==> images/placed.png <==
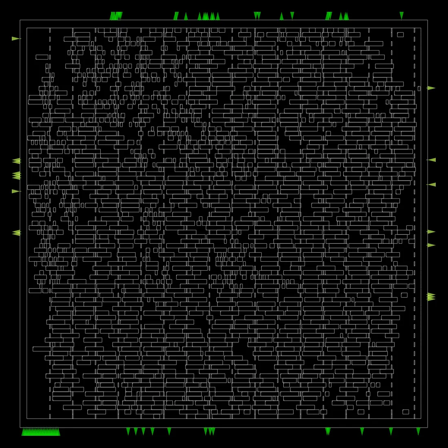
==> images/m3.png <==
Bar = 50 um.
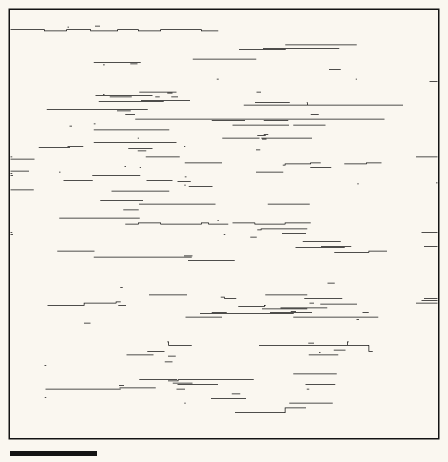
==> images/class_map.png <==
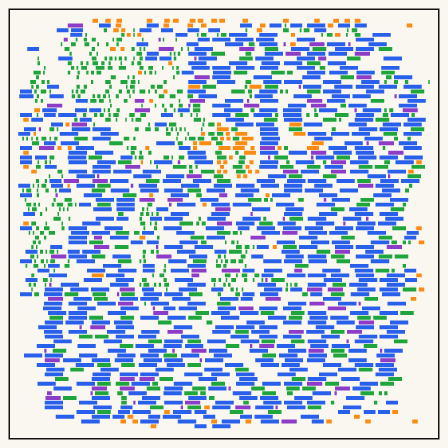
==> images/ff_map.png <==
Bar = 50 um.
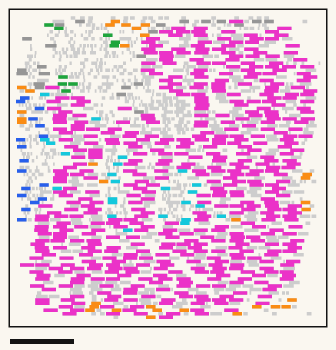
File: config.mk
export PLATFORM = sky130hd
export DESIGN_NAME = debug_event_log
export DESIGN_NICKNAME = d
export VERILOG_FILES = /design/src/rtl/debug_event_log.sv
export SDC_FILE = /design/constraint.sdc
export NUM_CORES = 1
export LEC_CHECK = 0
export CELL_PAD_IN_SITES_DETAIL_PLACEMENT = 1
export CELL_PAD_IN_SITES_GLOBAL_PLACEMENT = 2
export CORE_MARGIN = 4
export CORE_UTILIZATION = 42
export DETAILED_ROUTE_END_ITERATION = 8
export MAX_ROUTING_LAYER = met4
export PLACE_DENSITY_LB_ADDON = 0.1
export RECOVER_POWER = 25
export SLEW_MARGIN = 40
export SYNTH_ARGS = -nofsm -noshare
export SYNTH_HDL_FRONTEND = slang
export SYNTH_SLANG_ARGS = --single-unit
File: constraint.sdc
create_clock -name clk_i -period 5.2 [get_ports clk_i]
set_input_delay 1.56 -clock clk_i [delete_from_list [all_inputs] [get_ports clk_i]]
set_output_delay 1.56 -clock clk_i [all_outputs]
set_load 0.01 [all_outputs]
File: src/rtl/debug_event_log.sv
// debug_event_log: Wishbone pipelined target that timestamps 8-bit debounced
// input snapshots into an event FIFO for software to drain.
//
// Register map (word address adr_i):
//   0 EVENT  : write pushes {timestamp, data[7:0]}; read pops the oldest entry
//   1 STATUS : read {ovf[18], full[17], empty[16], count[8:0]};
//              write bit0 clears overflow, bit1 flushes the FIFO
//   2 TIME   : read the current timestamp, write ignored
//   3        : reads 0, write ignored
//
// Handshake: a request is accepted on every clock edge where cyc_i && stb_i
// are high (stall_o is constantly 0). All side effects happen on that edge.
// ack_o and dat_o follow one cycle later. ack_o is masked by cyc_i, so an
// abandoned cycle sees no ack even though the side effect already happened.
//
// Optional build macro: DEBUG_EVENT_LOG_DEDUP_EN. When it is defined, an EVENT
// write whose data equals the last pushed data is acknowledged but not stored.
module debug_event_log #(
  parameter int DEPTH    = 16,
  parameter int TICK_DIV = 100_000,
  parameter int TS_WIDTH = 24
) (
  input  logic        clk_i,
  input  logic        rst_i,
  input  logic        cyc_i,
  input  logic        stb_i,
  input  logic        we_i,
  input  logic [1:0]  adr_i,
  input  logic [31:0] dat_i,
  output logic [31:0] dat_o,
  output logic        ack_o,
  output logic        stall_o,
  output logic [7:0]  last_event_o,
  output logic        irq_o
);

  localparam int PTR_W = (DEPTH > 1) ? $clog2(DEPTH) : 1;
  localparam int PRE_W = (TICK_DIV > 1) ? $clog2(TICK_DIV) : 1;

  localparam logic [PRE_W-1:0] PRE_LAST  = PRE_W'(TICK_DIV - 1);
  localparam logic [PTR_W-1:0] PTR_LAST  = PTR_W'(DEPTH - 1);
  localparam logic [8:0]       DEPTH_CNT = 9'(DEPTH);

  localparam logic [1:0] ADR_EVENT  = 2'd0;
  localparam logic [1:0] ADR_STATUS = 2'd1;
  localparam logic [1:0] ADR_TIME   = 2'd2;

  // Timebase state
  logic [PRE_W-1:0]    presc_q, presc_d;
  logic [TS_WIDTH-1:0] ts_q, ts_d;

  // FIFO state
  logic [31:0]      mem_q [DEPTH];
  logic [PTR_W-1:0] wr_ptr_q, wr_ptr_d;
  logic [PTR_W-1:0] rd_ptr_q, rd_ptr_d;
  logic [8:0]       count_q, count_d;
  logic             ovf_q, ovf_d;
  logic             push;
  logic [31:0]      push_data;

  // Bus response and side outputs
  logic        ack_q, ack_d;
  logic [31:0] dat_q, dat_d;
  logic [7:0]  last_q, last_d;
  logic        irq_q, irq_d;

  // Request decode
  logic req;
  logic fifo_full;
  logic fifo_empty;
  logic is_dup;

  assign req        = cyc_i & stb_i;
  assign fifo_full  = (count_q == DEPTH_CNT);
  assign fifo_empty = (count_q == 9'd0);

`ifdef DEBUG_EVENT_LOG_DEDUP_EN
  // Data of the last accepted push; duplicates of it are not stored.
  logic [7:0] dedup_q, dedup_d;
  assign is_dup = (dat_i[7:0] == dedup_q);
`else
  assign is_dup = 1'b0;
`endif

  // Upper write-data bits carry no meaning for any register.
  logic unused_dat;
  assign unused_dat = ^dat_i[31:8];

  // Free-running prescaler; the timestamp advances once per TICK_DIV cycles.
  always_comb begin
    presc_d = presc_q;
    ts_d    = ts_q;
    if (presc_q == PRE_LAST) begin
      presc_d = '0;
      ts_d    = ts_q + TS_WIDTH'(1);
    end else begin
      presc_d = presc_q + PRE_W'(1);
    end
  end

  // Register access: decode the accepted request into FIFO and flag updates
  // plus the read data returned with the ack.
  always_comb begin
    wr_ptr_d  = wr_ptr_q;
    rd_ptr_d  = rd_ptr_q;
    count_d   = count_q;
    ovf_d     = ovf_q;
    last_d    = last_q;
    push      = 1'b0;
    push_data = {24'(ts_q), dat_i[7:0]};
    ack_d     = req;
    dat_d     = 32'd0;
`ifdef DEBUG_EVENT_LOG_DEDUP_EN
    dedup_d   = dedup_q;
`endif

    if (req) begin
      unique case (adr_i)
        ADR_EVENT: begin
          if (we_i) begin
            // The LED mirror follows every write, stored or not.
            last_d = dat_i[7:0];
            if (is_dup) begin
              // Repeated value: acknowledged, nothing stored, no overflow.
            end else if (fifo_full) begin
              ovf_d = 1'b1;
            end else begin
              push     = 1'b1;
              wr_ptr_d = (wr_ptr_q == PTR_LAST) ? '0 : wr_ptr_q + PTR_W'(1);
              count_d  = count_q + 9'd1;
`ifdef DEBUG_EVENT_LOG_DEDUP_EN
              dedup_d  = dat_i[7:0];
`endif
            end
          end else if (!fifo_empty) begin
            dat_d    = mem_q[rd_ptr_q];
            rd_ptr_d = (rd_ptr_q == PTR_LAST) ? '0 : rd_ptr_q + PTR_W'(1);
            count_d  = count_q - 9'd1;
          end
        end
        ADR_STATUS: begin
          if (we_i) begin
            if (dat_i[0]) begin
              ovf_d = 1'b0;
            end
            if (dat_i[1]) begin
              wr_ptr_d = '0;
              rd_ptr_d = '0;
              count_d  = 9'd0;
`ifdef DEBUG_EVENT_LOG_DEDUP_EN
              dedup_d  = 8'd0;
`endif
            end
          end else begin
            // Reports the state before this request's own side effect.
            dat_d = {13'd0, ovf_q, fifo_full, fifo_empty, 7'd0, count_q};
          end
        end
        ADR_TIME: begin
          if (!we_i) begin
            dat_d = 32'(ts_q);
          end
        end
        default: begin
          // Reserved word: reads 0, writes have no effect.
        end
      endcase
    end

    irq_d = (count_d != 9'd0);
  end

  // State registers with synchronous reset; a reset drops any pending ack.
  always_ff @(posedge clk_i) begin
    if (rst_i) begin
      presc_q  <= '0;
      ts_q     <= '0;
      wr_ptr_q <= '0;
      rd_ptr_q <= '0;
      count_q  <= 9'd0;
      ovf_q    <= 1'b0;
      ack_q    <= 1'b0;
      dat_q    <= 32'd0;
      last_q   <= 8'd0;
      irq_q    <= 1'b0;
`ifdef DEBUG_EVENT_LOG_DEDUP_EN
      dedup_q  <= 8'd0;
`endif
    end else begin
      presc_q  <= presc_d;
      ts_q     <= ts_d;
      wr_ptr_q <= wr_ptr_d;
      rd_ptr_q <= rd_ptr_d;
      count_q  <= count_d;
      ovf_q    <= ovf_d;
      ack_q    <= ack_d;
      dat_q    <= dat_d;
      last_q   <= last_d;
      irq_q    <= irq_d;
`ifdef DEBUG_EVENT_LOG_DEDUP_EN
      dedup_q  <= dedup_d;
`endif
    end
  end

  // FIFO storage; contents are meaningless outside the pointer window, so
  // the array itself needs no reset.
  always_ff @(posedge clk_i) begin
    if (push) begin
      mem_q[wr_ptr_q] <= push_data;
    end
  end

  assign ack_o        = ack_q & cyc_i;
  assign dat_o        = dat_q;
  assign stall_o      = 1'b0;
  assign last_event_o = last_q;
  assign irq_o        = irq_q;

endmodule
==> job_summary.md <==
### Metrics collected by this job

| Metric | Value |
|---|---|
| Commonest cells post-synth | `512 x sky130_fd_sc_hd__edfxtp_1, 147 x sky130_fd_sc_hd__mux4_2, 105 x sky130_fd_sc_hd__dfxtp_1` |
| Net Switching | `approximately 2 mW` |
| Synth Area in XOR/XNOR | `under 10%` |
| Avg Cell Area, Syn | `roughly 18 um^2` |
| Fraction of met1 tracks used by global routing | `28.1%` |
| I/O pin cnt | `about 82` |
| Proportion of netlist area held by the largest area contributor | `64.1%` |
| Sequential share of power | `53.2%` |
| Commonest cells after routing, fill and taps aside | `512 x sky130_fd_sc_hd__edfxtp_1, 147 x sky130_fd_sc_hd__mux4_2, 101 x sky130_fd_sc_hd__dfxtp_1, 90 x sky130_fd_sc_hd__nor2_1, 70 x sky130_fd_sc_hd__clkbuf_16` |
| Tally of clock buffers in the finished layout | `~100` |
| Clock network share of area | `between 7 and 8%` |
| Number of buffers inserted by post-CTS setup repair | `0` |
| Largest fanout on the critical path | `5` |
| Max cap viols | `0` |
| X dimension of the die | `247 um` |
| Pwr/cell area | `between 300 and 400 nW/um^2` |
| Per-cell via count in the routed design | `around 5.6` |
| Hold WS | `0.449 ns` |
| Fin worst setup slack | `roughly 0.88 ns` |
| Number of nets in the synthesized netlist | `1351` |
| Synthesized flop and latch total | `between 600 and 700` |
| Placed Instance Area | `between 20000 and 30000 um^2` |
| GR met2 Demand/Resource | `about 33%` |
| Final max-slew violation count | `0` |
| Wire length the detailed router placed on met1 | `26700 um` |
| Number of global-route vias before repair | `around 13000` |
| Ao+oa area frac | `around 3.4%` |
| Setup repair after global routing missed its margin | `false` |
| Top class by area | `flip-flops and latches` |
| Routability congestion estimate from global placement | `between 0.8 and 0.9` |
| CP Buf/Inv Count | `2` |
| LEAKAGE | `~8.6 nW` |
| Met3 WL post-DR | `about 2800 um` |
| Adders+Majority by Area | `less than 1%` |
| YS chip area | `roughly 24000 um^2` |
| Number of endpoints failing setup at the final stage | `0` |
| Worst setup EP type | `primary output` |
| Largest Register | `mem_q` |
| Sw Share | `19.6%` |
| Hold Vio Cnt, Final | `0` |
| Fraction of layout instances using a drive strength above 1 | `between 20% and 30%` |
| Signed area change from the synthesized netlist to the final layout | `16.9%` |
| Die area | `between 60000 and 70000 um^2` |
| Cells taking the most area after synthesis | `sky130_fd_sc_hd__edfxtp_1 64%, sky130_fd_sc_hd__mux4_2 14%, sky130_fd_sc_hd__dfxtp_1 8.8%` |
| Number of gates given a new drive strength after cts | `0` |
| Uppermost layer routed | `met4` |
| Insertion delay to the later sink of the worst-skew pair | `between 0.5 and 0.6 ns` |
| Cts bufs inserted | `between 60 and 70` |
| Iteration-0 DRC Markers | `between 1000 and 1500` |
| Detail Route met2 WL | `29000 um` |
| Multi-input combinational area share | `22.4%` |
| Flip-flop count of the largest register after layout | `a little over 500` |
| Post-CTS clock slew at the launch and capture registers of the worst setup and hold paths | `around 0.050 ns` |
| Largest area contributor in the netlist | `sky130_fd_sc_hd__edfxtp_1` |
| Relative slew margins | `between 20% and 30%` |
| Most common cell type on the critical path | `sky130_fd_sc_hd__clkdlybuf4s50_1` |
| Worst hold-check path type | `register to register` |
| Seq share, synth | `72.9%` |
| Main combinational cell family by area after synthesis | `multiplexers` |
| Setup Skew | `~0.015 ns` |
| Floorplan-stage core utilization | `around 42%` |
| Data arrival, critical path | `2.76 ns` |
| Non-clock inverter count in the final layout | `17` |
| Num Clock Sinks | `~620` |
| Pre-CTS worst setup slack | `between 0.8 and 0.9 ns` |
| Global-route wire length before repair | `88800 um` |
| Total tool warning count | `roughly 54` |
| Non-clock buffering overhead | `4.10%` |
| Total design power | `9.97 mW` |
| Fin crit share | `between 80 and 90%` |
| Routed len/inst | `26.8 um` |
| Antenna diode instance count | `0` |
| Buffers outside the clock class | `about 110` |
| Most frequent logic cell in the layout | `sky130_fd_sc_hd__edfxtp_1` |
| Critical-path cell list | `clkdlybuf4s50_1 > and2_1 > clkdlybuf4s50_1` |
| Clock H-tree levels | `3` |
| Min cycle time layout | `about 4.3 ns` |
| Logic area | `about 6300 um^2` |
| I/O Buffers | `56` |
| Gate family responsible for the most delay along the worst path | `buffers and inverters` |
| Final non-filler cell total | `~2200` |
| Transition time of the tightest slew-check pin | `around 1.1 ns` |
| Cell area after technology mapping | `24000 um^2` |
| Post-synth tally of flip-flops with integrated enable | `between 500 and 600` |
| Gate power share | `between 1.5 and 2%` |
| Number of multi-input combinational cells in the layout | `596` |
| DP Cell Count | `2096` |
| Aggregate global routing overflow | `0` |
| Run status | `complete, no violations` |
| CTS tree | `built` |
| Max VDD drop | `around 220 uV` |
| Pin count of the biggest net entering global routing | `about 55` |
| Peak clock frequency supported by timing | `0.231 GHz` |
| Classification of the worst setup path | `primary input to primary output` |
| Leading cell type by number of instances after synthesis | `sky130_fd_sc_hd__edfxtp_1` |
| GR peak layer | `met2` |
| Dominant register cell in the synthesized netlist | `sky130_fd_sc_hd__edfxtp_1` |
| Proportion of synthesized area in mux cells | `between 10 and 15%` |
-- placed.png (at the start) --
tally of filler cells in the layout: 5167
Row Count: 87
Core Region: 56500 um^2
tap cell instance count: 756
Flop Count: 617

-- m3.png (at the start) --
The longest straight run is 144 um. The layer carries 2750 um of wire. The layer holds 4.6% of the routed length.
via count of the routed design: 12500
total detailed-routing wirelength: 59500 um
met3 routing resource usage after global routing: 3.33%

-- class_map.png (at the start) --
Purple shows clock drivers and dummy loads, cells 123, share of their area 7.7%. Green shows remaining logic cells, cells 613, share of their area 23%. Blue shows registers, cells 617, share of their area 65%. Orange shows remaining buffers and delay cells, cells 111, share of their area 4.2%.

-- ff_map.png (at the start) --
Green shows count_q, placed flops 9, where top left. Cyan shows ts_q, placed flops 24. Orange shows dat_o, placed flops 32, where all over the die. Magenta shows mem_q, placed flops 512, where all over the die. Blue shows presc_q, placed flops 17, where left middle.
Another 23 sequential cells are not coloured.
Util after Layout: 49.6%
Seq area share: 62.4%
flip-flop and latch power: 5.30 mW
storage element area: 17500 um^2

## power groups by stage
stage / logic, mW / clock network (mW) / registers [mW]
6_report: 0.155 / 4.51 / 5.30
5_1_grt: 0.171 / 4.86 / 5.30
4_1_cts: 0.157 / 4.64 / 5.30
3_5_place_dp: 0.157 / 0 / 5.41
3_3_place_gp: 0.155 / 0 / 5.41
2_1_floorplan: 0.0916 / 0 / 5.41
## path summary, 6_finish.rpt
check	from	endpoint	slack, ns	depth (start not counted)
worst max-delay path	cyc_i	ack_o	0.88	3
worst min-delay path	presc_q[0]	presc_q[0]	0.45	1
worst max register to register	count_q[0]	mem_q[7][29]	2.18	8
worst min register to register	presc_q[0]	presc_q[0]	0.45	1
Power is estimated from default activity; no workload was simulated.
